File: config.mk
export PLATFORM = sky130hd
export DESIGN_NAME = oam_dma_ctrl
export DESIGN_NICKNAME = d
export VERILOG_FILES = /design/src/rtl/dma_pkg.sv /design/src/rtl/oam_dma_ctrl.sv
export SDC_FILE = /design/constraint.sdc
export NUM_CORES = 1
export LEC_CHECK = 0
export ABC_AREA = 1
export CORE_UTILIZATION = 40
export DETAILED_ROUTE_END_ITERATION = 8
export GPL_TIMING_DRIVEN = 0
export PLACE_DENSITY = 0.73
export REMOVE_ABC_BUFFERS = 1
export SETUP_SLACK_MARGIN = 0.05
export SKIP_LAST_GASP = 1
export SYNTH_ARGS = -nofsm -noshare
export SYNTH_HDL_FRONTEND = slang
export SYNTH_SLANG_ARGS = --single-unit
File: constraint.sdc
create_clock -name clk -period 2.15 [get_ports clk]
set_clock_uncertainty 0.05 [all_clocks]
set_input_delay 0.43 -clock clk [delete_from_list [all_inputs] [get_ports clk]]
set_output_delay 0.43 -clock clk [all_outputs]
set_load 0.02 [all_outputs]
File: src/rtl/dma_pkg.sv
// Shared definitions for the OAM DMA controller.
//   dma_state_e  : controller states
//   XFER_LEN_DEF : default bytes per transfer (OAM size)
//   ECHO_THR     : first source page that falls in the echo-RAM mirror
//   ECHO_OFS     : distance from an echo page back to its work-RAM page
package dma_pkg;

  typedef enum logic [1:0] {
    ST_IDLE  = 2'd0,
    ST_START = 2'd1,
    ST_XFER  = 2'd2,
    ST_LAST  = 2'd3
  } dma_state_e;

  localparam int          XFER_LEN_DEF = 160;
  localparam logic [7:0]  ECHO_THR     = 8'hE0;
  localparam logic [7:0]  ECHO_OFS     = 8'h20;

  // High address byte actually driven on the source bus for a given page.
  function automatic logic [7:0] src_hi(input logic [7:0] src);
    return (src >= ECHO_THR) ? (src - ECHO_OFS) : src;
  endfunction

endpackage

File: src/rtl/oam_dma_ctrl.sv
// OAM DMA controller: a write to FF46 copies XFER_LEN bytes from page
// {src,00} of the source bus into OAM starting at OAM_BASE.
// Ports:
//   clk, nreset           : machine-cycle clock, async active-low reset
//   ff46_wr, d_in, d_out  : DMA source register write strobe / data / readback
//   dma_rd, dma_addr,
//   dma_rdata             : source bus read request, address, returned byte
//   oam_we, oam_addr,
//   oam_wdata             : OAM write port
//   dma_busy              : OAM owned by DMA
module oam_dma_ctrl
  import dma_pkg::*;
#(
  parameter int         XFER_LEN = XFER_LEN_DEF,
  parameter logic [7:0] OAM_BASE = 8'h00
) (
  input  logic        clk,
  input  logic        nreset,
  input  logic        ff46_wr,
  input  logic [7:0]  d_in,
  output logic [7:0]  d_out,
  output logic        dma_rd,
  output logic [15:0] dma_addr,
  input  logic [7:0]  dma_rdata,
  output logic        oam_we,
  output logic [7:0]  oam_addr,
  output logic [7:0]  oam_wdata,
  output logic        dma_busy
);

  localparam logic [7:0] LAST_CNT = 8'(XFER_LEN - 1);

  dma_state_e r_state;
  logic [7:0] r_cnt;
  logic [7:0] r_src;
  logic [7:0] r_rdata;
  logic       r_busy_q;   // dma_busy of the previous cycle, held through START

  logic       w_xfer;
  logic       w_last;
  logic [7:0] w_hi;

  assign w_xfer = (r_state == ST_XFER);
  assign w_last = (r_state == ST_LAST);
  assign w_hi   = src_hi(r_src);

  always_ff @(posedge clk or negedge nreset) begin
    if (!nreset) begin
      r_state  <= ST_IDLE;
      r_cnt    <= 8'h00;
      r_src    <= 8'h00;
      r_rdata  <= 8'h00;
      r_busy_q <= 1'b0;
    end else begin
      r_busy_q <= dma_busy;
      if (ff46_wr) begin
        // A write restarts from byte 0; the read captured this cycle is
        // discarded with the old transfer.
        r_src   <= d_in;
        r_state <= ST_START;
        r_cnt   <= 8'h00;
      end else begin
        unique case (r_state)
          ST_START: r_state <= ST_XFER;
          ST_XFER: begin
            r_rdata <= dma_rdata;
            r_cnt   <= r_cnt + 8'd1;
            if (r_cnt == LAST_CNT) r_state <= ST_LAST;
          end
          ST_LAST: r_state <= ST_IDLE;
          default: r_state <= ST_IDLE;
        endcase
      end
    end
  end

  assign d_out    = r_src;
  assign dma_rd   = w_xfer;
  assign dma_addr = w_xfer ? {w_hi, r_cnt} : 16'h0000;

  // Writes trail reads by one cycle: XFER at cnt writes byte cnt-1, and LAST
  // flushes the final byte.
  assign oam_we    = (w_xfer && (r_cnt != 8'h00)) || w_last;
  assign oam_addr  = oam_we ? (OAM_BASE + r_cnt - 8'd1) : OAM_BASE;
  assign oam_wdata = oam_we ? r_rdata : 8'h00;

  assign dma_busy = w_xfer || w_last || ((r_state == ST_START) && r_busy_q);

endmodule

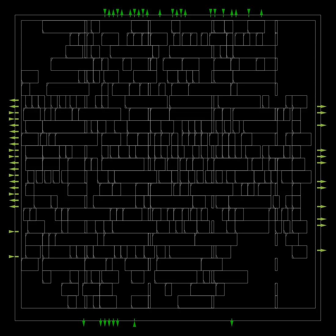
(images/placed.png)
Finished Layout Cells: 350
core area: 0.00400 mm2

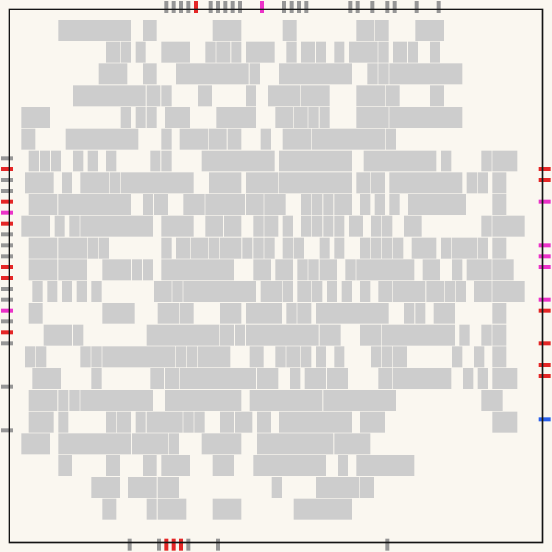
(images/pinout.png)
Drawn at 8 px/um. Pins as bars across the die edge, other pins in grey.
Key: blue = dma_rd [pins 1, direction output, edge right]; magenta = oam_addr [pins 8, direction output, edge 5 right, 2 left, 1 top]; red = dma_addr [pins 16, direction output, edge 6 left, 6 right, 3 bottom, 1 top]
port bufs: 61
die width: 66.5 um
die height: 66.5 um

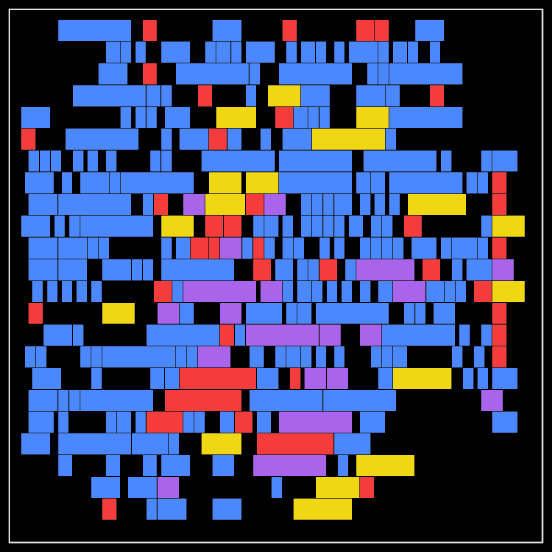
(images/sizing.png)
Drawn at 8 px/um.
Key: purple = x3 and x4 [cells 20, share 6.7%]; red = x2 [cells 39, share 13%]; blue = x1 and smaller [cells 224, share 75%]; yellow = x6 and larger [cells 17, share 5.7%]
bufs w/o clock: 77
area grow syn2layout: 50.0%
Worst Setup Slack, final: -34.6 ps

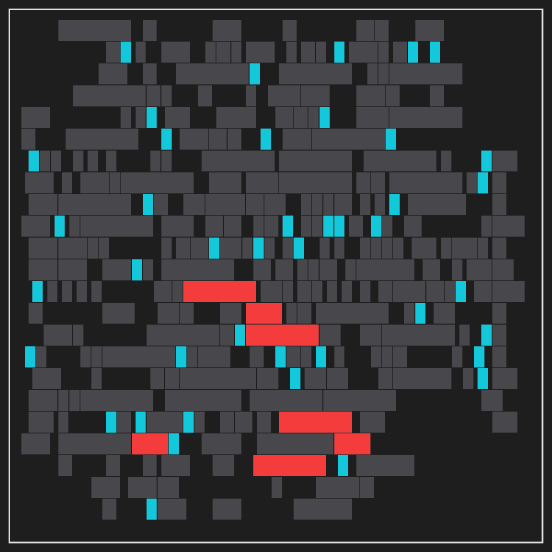
(images/gates.png)
Drawn at 8 px/um.
Key: red = fa/ha/maj cells [cells 7, most used ha_4, where bottom centre]; cyan = inv cells [cells 42, most used inv_1, where widely spread]
most frequent logic cell in the layout: nand2_1
combinational share of cell area: 33.7%

==> flow_metrics.tcl <==
# flow metrics
set metrics [dict create \
    status "finished with violations" \
    violations "setup timing" \
    vias 1605 \
    mux_share_pct 0 \
    synth-main-ff-cell "dfrtp_1" \
    yosys_warnings 0 \
    cap_violations 0 \
    rsz0062_at_grt "yes" \
    yosys.area_share.aoi_pct 9.71 \
    placed_area_mm2 0.00226 \
    slew_headroom_pct 20.1 \
    holdCritPathClass "reg2reg" \
    setup_ws_ps -34.6 \
    path_class "reg2out" \
    cts_sinks 27 \
    synth_flops 27 \
    finalSetupViolCount 13 \
    place_inst 330 \
    finalClockPeriodUsage_pct 102 \
    p_int_mw 1.23 \
    hold_viol_final 0 \
    totalPowerFinal_mw 1.99 \
    grt-ovfl-total 0 \
    synth_cell_types 28 \
    antenna_found_initial 0 \
    sequentialPowerShare_pct 34.4 \
]
sequential cells by signal, indices dropped and copies added (netlist names):
register	count
r_state	2
r_rdata	8
d_out	8
r_busy_q	1
r_cnt	8
cell type report:
class | count | area, um2
fillers | 372 | 1510
multi-input cells | 150 | 841
repair buffers | 77 | 707
flip-flops and latches | 27 | 679
inverters | 42 | 158
well taps | 50 | 62.6
clock buffers | 3 | 41.3
clock inverters | 1 | 5.00
cell families after synthesis:
logic type / after synthesis
AND/OR/NAND/NOR: 113
buffers and inverters: 52
AND-OR/OR-AND: 27
flip-flops: 27
adder cells (fa/ha/maj): 7
XOR/XNOR: 3
worst paths after layout:
path                                             start                endpoint  slack (ps)  cells past startpoint
worst max-delay path            r_state[0]$_DFFE_PN0P_             oam_addr[5]         -30                      7
worst min-delay path                r_busy_q$_DFF_PN0_      r_busy_q$_DFF_PN0_         450                      1
worst max register to register  r_state[0]$_DFFE_PN0P_  r_state[0]$_DFFE_PN0P_         350                      8
worst min register to register      r_busy_q$_DFF_PN0_      r_busy_q$_DFF_PN0_         450                      1
max in group asynchronous                       nreset  r_state[1]$_DFFE_PN0P_         520                      1
min in group asynchronous                       nreset  r_rdata[0]$_DFFE_PN0N_         730                      1
cell usage in the layout (no fill, tap or decap):
| cell | n |
|---|---|
| dlygate4sd2_1 | 5 |
| dfrtp_2 | 3 |
| buf_12 | 3 |
| o22ai_4 | 1 |
| dfrtp_1 | 24 |
| o21ai_1 | 1 |
| nand2_2 | 2 |
| clkbuf_8 | 3 |
| clkbuf_2 | 17 |
| inv_2 | 3 |
| nor2_8 | 1 |
| inv_1 | 39 |
| o21bai_1 | 1 |
| clkinv_2 | 1 |
| nor2_2 | 11 |
| or2_2 | 1 |
| clkdlybuf4s50_1 | 26 |
| a211oi_2 | 1 |
| xnor2_1 | 1 |
| nand3_1 | 7 |
| clkdlybuf4s15_1 | 3 |
| nor3b_1 | 1 |
| o21ai_0 | 17 |
| nor2_4 | 2 |
| a211o_1 | 1 |
| buf_4 | 13 |
| a21oi_1 | 4 |
| clkbuf_16 | 1 |
| a21boi_0 | 1 |
| xor2_1 | 2 |
| nand4_1 | 3 |
| nor2_1 | 17 |
| buf_8 | 1 |
| buf_6 | 8 |
| ha_4 | 4 |
| nand2_1 | 68 |
| ha_1 | 3 |
power groups by stage:
stage / clock network [mW] / registers [mW] / logic (mW)
after floorplan: 0 / 0.693 / 0.462
after global placement: 0 / 0.685 / 0.804
after detailed placement: 0 / 0.689 / 0.815
after CTS: 0.298 / 0.678 / 0.881
after global routing: 0.318 / 0.700 / 1.12
final: 0.289 / 0.686 / 1.02
layer usage:
layer  track usage [%]  share of wire (%)  up-vias
li1                  -                  -      832
met1              25.0                 44      729
met2              29.2                 50       40
met3              4.11                4.5        4
met4              7.98                1.2        0
met5                 0                  0        -
what timing repair did:
| action | CTS | global route |
|---|---|---|
| buffers inserted | 7 | 8 |
| resized | 54 | 94 |
| gates cloned | 0 | 1 |
| pin swaps | 1 | 2 |
| setup endpoints to repair | 47 | 35 |
No activity file was given, so power comes from the tool's default toggle rates.
